### Gate families picked out

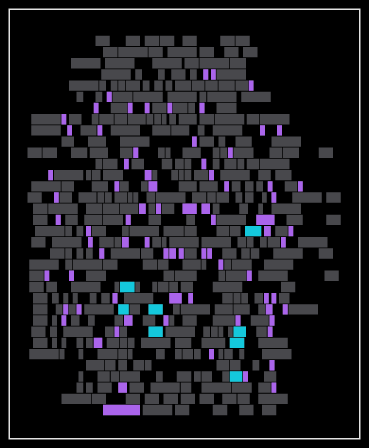
### Clock routing

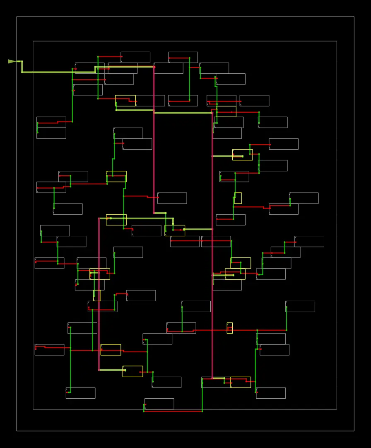
### Zoomed window

Scale bar: 5 um. Region (32, 63) to (52, 83) um. Cells in grey, sequential cells in the stronger grey; small squares are vias.
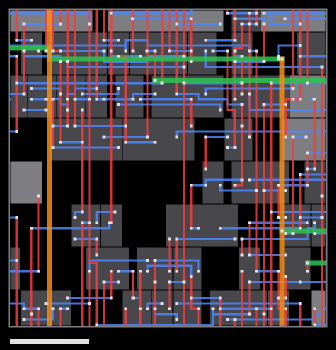
### src/rtl/bist_race_monitor.sv
// bist_race_monitor
// Launches the BICS-BIST and STRAIT engines from one shared start level,
// measures how many cycles each takes to raise its done level, captures the
// pass/fail flag that accompanies that first done, and guards the race with
// a watchdog. The finished record is held behind a valid/ack handshake.

module bist_race_monitor #(
    parameter int CNT_WIDTH = 16,
    parameter int TIMEOUT   = 5000
) (
    input  logic                 clk,
    input  logic                 rst,
    input  logic                 run_req,
    output logic                 busy,
    output logic                 bist_start,
    input  logic                 bics_done,
    input  logic                 bics_error,
    input  logic                 strait_done,
    input  logic                 strait_error,
    output logic [CNT_WIDTH-1:0] bics_cycles,
    output logic [CNT_WIDTH-1:0] strait_cycles,
    output logic                 bics_fail,
    output logic                 strait_fail,
    output logic                 timeout,
    output logic [1:0]           faster,
    output logic                 result_valid,
    input  logic                 result_ack
);

    typedef enum logic [1:0] {
        IDLE   = 2'd0,
        RUN    = 2'd1,
        REPORT = 2'd2
    } state_t;

    // Saturation value for the counter, doubling as the "never finished"
    // latency marker for an engine the watchdog gave up on.
    localparam logic [CNT_WIDTH-1:0] CNT_MAX      = '1;
    // The watchdog fires on the last legal RUN cycle, so a capture on that
    // very cycle still wins over the timeout.
    localparam logic [CNT_WIDTH-1:0] TIMEOUT_LAST = CNT_WIDTH'(TIMEOUT - 1);

    state_t state;
    state_t state_next;

    logic [CNT_WIDTH-1:0] cnt;
    logic                 bics_got;
    logic                 strait_got;

    logic                 start_run;
    logic                 bics_cap;
    logic                 strait_cap;
    logic                 bics_have;
    logic                 strait_have;
    logic                 both_have;
    logic                 run_exit;
    logic                 report_done;
    logic [CNT_WIDTH-1:0] bics_lat;
    logic [CNT_WIDTH-1:0] strait_lat;
    logic [1:0]           faster_next;

    // State register; reset always lands in IDLE, discarding any run.
    always_ff @(posedge clk) begin
        if (rst) begin
            state <= IDLE;
        end else begin
            state <= state_next;
        end
    end

    // Next-state decision: IDLE waits for a request, RUN waits for both
    // captures or the watchdog, REPORT waits for the consumer's ack.
    always_comb begin
        state_next = state;
        case (state)
            IDLE:    if (start_run)   state_next = RUN;
            RUN:     if (run_exit)    state_next = REPORT;
            REPORT:  if (report_done) state_next = IDLE;
            default: state_next = IDLE;
        endcase
    end

    // Control strobes: which engine captures this cycle, whether the race is
    // over, and which engine wins if it is.
    always_comb begin
        start_run   = (state == IDLE) && run_req;
        bics_cap    = (state == RUN) && bics_done && !bics_got;
        strait_cap  = (state == RUN) && strait_done && !strait_got;
        bics_have   = bics_got || bics_cap;
        strait_have = strait_got || strait_cap;
        both_have   = bics_have && strait_have;
        run_exit    = (state == RUN) && (both_have || (cnt == TIMEOUT_LAST));
        report_done = (state == REPORT) && result_ack;

        // A same-cycle capture has not reached the latency register yet, so
        // the comparison uses the live counter for that engine.
        bics_lat    = bics_cap ? cnt : bics_cycles;
        strait_lat  = strait_cap ? cnt : strait_cycles;

        faster_next = 2'b00;
        case ({bics_have, strait_have})
            2'b11: begin
                if (bics_lat < strait_lat) begin
                    faster_next = 2'b01;
                end else if (bics_lat > strait_lat) begin
                    faster_next = 2'b10;
                end else begin
                    faster_next = 2'b11;
                end
            end
            2'b10:   faster_next = 2'b01;
            2'b01:   faster_next = 2'b10;
            default: faster_next = 2'b00;
        endcase
    end

    assign busy = (state != IDLE);

    // Run datapath: clears the record on launch, counts RUN cycles, latches
    // each engine's first done, and seals the record when RUN ends.
    always_ff @(posedge clk) begin
        if (rst) begin
            cnt           <= '0;
            bics_got      <= 1'b0;
            strait_got    <= 1'b0;
            bist_start    <= 1'b0;
            bics_cycles   <= '0;
            strait_cycles <= '0;
            bics_fail     <= 1'b0;
            strait_fail   <= 1'b0;
            timeout       <= 1'b0;
            faster        <= 2'b00;
            result_valid  <= 1'b0;
        end else begin
            case (state)
                IDLE: begin
                    if (start_run) begin
                        cnt           <= '0;
                        bics_got      <= 1'b0;
                        strait_got    <= 1'b0;
                        bist_start    <= 1'b1;
                        bics_cycles   <= '0;
                        strait_cycles <= '0;
                        bics_fail     <= 1'b0;
                        strait_fail   <= 1'b0;
                        timeout       <= 1'b0;
                        faster        <= 2'b00;
                        result_valid  <= 1'b0;
                    end
                end
                RUN: begin
                    if (cnt != CNT_MAX) begin
                        cnt <= cnt + 1'b1;
                    end
                    if (bics_cap) begin
                        bics_cycles <= cnt;
                        bics_fail   <= bics_error;
                        bics_got    <= 1'b1;
                    end
                    if (strait_cap) begin
                        strait_cycles <= cnt;
                        strait_fail   <= strait_error;
                        strait_got    <= 1'b1;
                    end
                    if (run_exit) begin
                        bist_start   <= 1'b0;
                        result_valid <= 1'b1;
                        faster       <= faster_next;
                        timeout      <= !both_have;
                        if (!bics_have) begin
                            bics_cycles <= CNT_MAX;
                            bics_fail   <= 1'b1;
                        end
                        if (!strait_have) begin
                            strait_cycles <= CNT_MAX;
                            strait_fail   <= 1'b1;
                        end
                    end
                end
                REPORT: begin
                    if (report_done) begin
                        result_valid <= 1'b0;
                    end
                end
                default: begin
                    bist_start   <= 1'b0;
                    result_valid <= 1'b0;
                end
            endcase
        end
    end

endmodule

### config.mk
export PLATFORM = sky130hd
export DESIGN_NAME = bist_race_monitor
export DESIGN_NICKNAME = d
export VERILOG_FILES = /design/src/rtl/bist_race_monitor.sv
export SDC_FILE = /design/constraint.sdc
export NUM_CORES = 1
export LEC_CHECK = 0
export CAP_MARGIN = 0
export CORE_ASPECT_RATIO = 1.25
export CORE_MARGIN = 4
export CORE_UTILIZATION = 45
export DETAILED_ROUTE_END_ITERATION = 10
export PLACE_DENSITY = 0.72
export SYNTH_ARGS = -nofsm -noshare
export SYNTH_HDL_FRONTEND = slang
export SYNTH_SLANG_ARGS = --single-unit
### constraint.sdc
create_clock -name clk -period 8.48 [get_ports clk]
set_clock_uncertainty 0.2 [all_clocks]
set_input_delay 1.696 -clock clk [delete_from_list [all_inputs] [get_ports clk]]
set_output_delay 1.696 -clock clk [all_outputs]
set_load 0.05 [all_outputs]
==> impl_metrics.env <==
# flow metrics
export IMPL_tap_cells=90
export IMPL_crit_chain="clkdlybuf4s50_1 > nor4bb_4 > buf_4 > mux2i_1 > ha_1 > nand4_1 > nor4_1 > nand3_1 > o311a_1 > a221oi_1"
export IMPL_area_growth_pct=20.0
export IMPL_timing_critical_path_fanout_max=15
export IMPL_place_area_mm2=0.00381
export IMPL_synth_cell_type_count=56
export IMPL_post_route_period_util_pct=61.2
export IMPL_ys_ff=59
export IMPL_wl_met1_um=3840
export IMPL_nets=449
export IMPL_inv_count=9
export IMPL_die_x_um=84.9
export IMPL_antenna_found_initial=0
export IMPL_run_status="complete, no violations"
export IMPL_flop_area_mm2=0.00118
export IMPL_tightest_slew_ns=0.829
export IMPL_worstHoldEndpoint="bist_start"
export IMPL_finish_utilization_pct=56.4
export IMPL_min_from="bist_start"
export IMPL_hpwl_um=5870
export IMPL_setup_violations=0
export IMPL_gp_congestion=0.790
export IMPL_vias_per_cell=6.02
export IMPL_top_cell_area_share_pct=35.5
export IMPL_dr_wl_met2_um=4200
export IMPL_start_kind="input pin"
export IMPL_ys_flop_type="dfxtp_1"
export IMPL_p_total_mw=0.591
export IMPL_tool_warnings=26
export IMPL_cts_tree="yes"
export IMPL_comb_cells=296
export IMPL_synth_area_mm2=0.00332
export IMPL_yosysWarnings=0
export IMPL_firstDrtPassIters=7
export IMPL_min_path_cells=2
export IMPL_top_cells_by_area="dfxtp_1 36%, a21oi_1 7.2%, nor2_1 7.0%, ha_1 5.6%, mux2i_1 4.5%"
export IMPL_rsz0062_at_grt="false"
export IMPL_ys_seq_share_pct=35.5
export IMPL_cts_resized=0
export IMPL_first_global_vias=2978
export IMPL_drive_gt1_share_pct=8.84
export IMPL_reg_top3="bics_cycles: 16 flops, cnt: 16 flops, strait_cycles: 16 flops"
-- 'Gate families picked out' (at the start) --
- AND-OR and OR-AND gates: cyan (cells 8; most used o311a_1; where south)
- NOR gates: purple (cells 77; most used nor2_1)
most frequent logic cell in the layout: nor2_1
fin cells: 520
combinational fraction of the cell area: 49.7%

-- 'Clock routing' (at the start) --
registers: 59
number of buffers created by CTS: 9
CTS sink cnt: 59
worst-skew pair later-pin latency: 0.35 ns
CLK BUF: 13

-- 'Zoomed window' (at the start) --
- metal 4: orange
- metal 2: red
- metal 3: green
- metal 1: blue
- most frequent: a21oi_1 (12), nor2_1 (6), mux2i_1 (5)
- sequential cells in the window: 3
- cells with their middle in the window: 39
- netlist names of flops here include: cnt (2), strait_cycles (1)

## worst register-to-register path: cells and delay by family (launching register included)
family          cells  cell delay, ns
simple gates        4            1.78
compound gates      2            0.56
flops               1            0.54
buf+inv             1            0.39
fa+ha+maj           1            0.33
mux                 1            0.14
## where the power goes
group	internal, mW	leakage (nW)	switching, mW
Sequential	0.281	0.476	0.00447
Combinational	0.0228	0.888	0.0438
Clock	0.127	0.0953	0.112
Total	0.431	1.46	0.160
## cell families after synthesis
kind of cell    share of synthesized area [%]
fa+ha+maj                                5.65
compound gates                           19.3
xor+xnor                                 3.43
mux                                      10.1
simple gates                             20.7
buf+inv                                  5.35
flops                                    35.5
Power figures rest on the tool's default switching activity, not on a simulated workload.
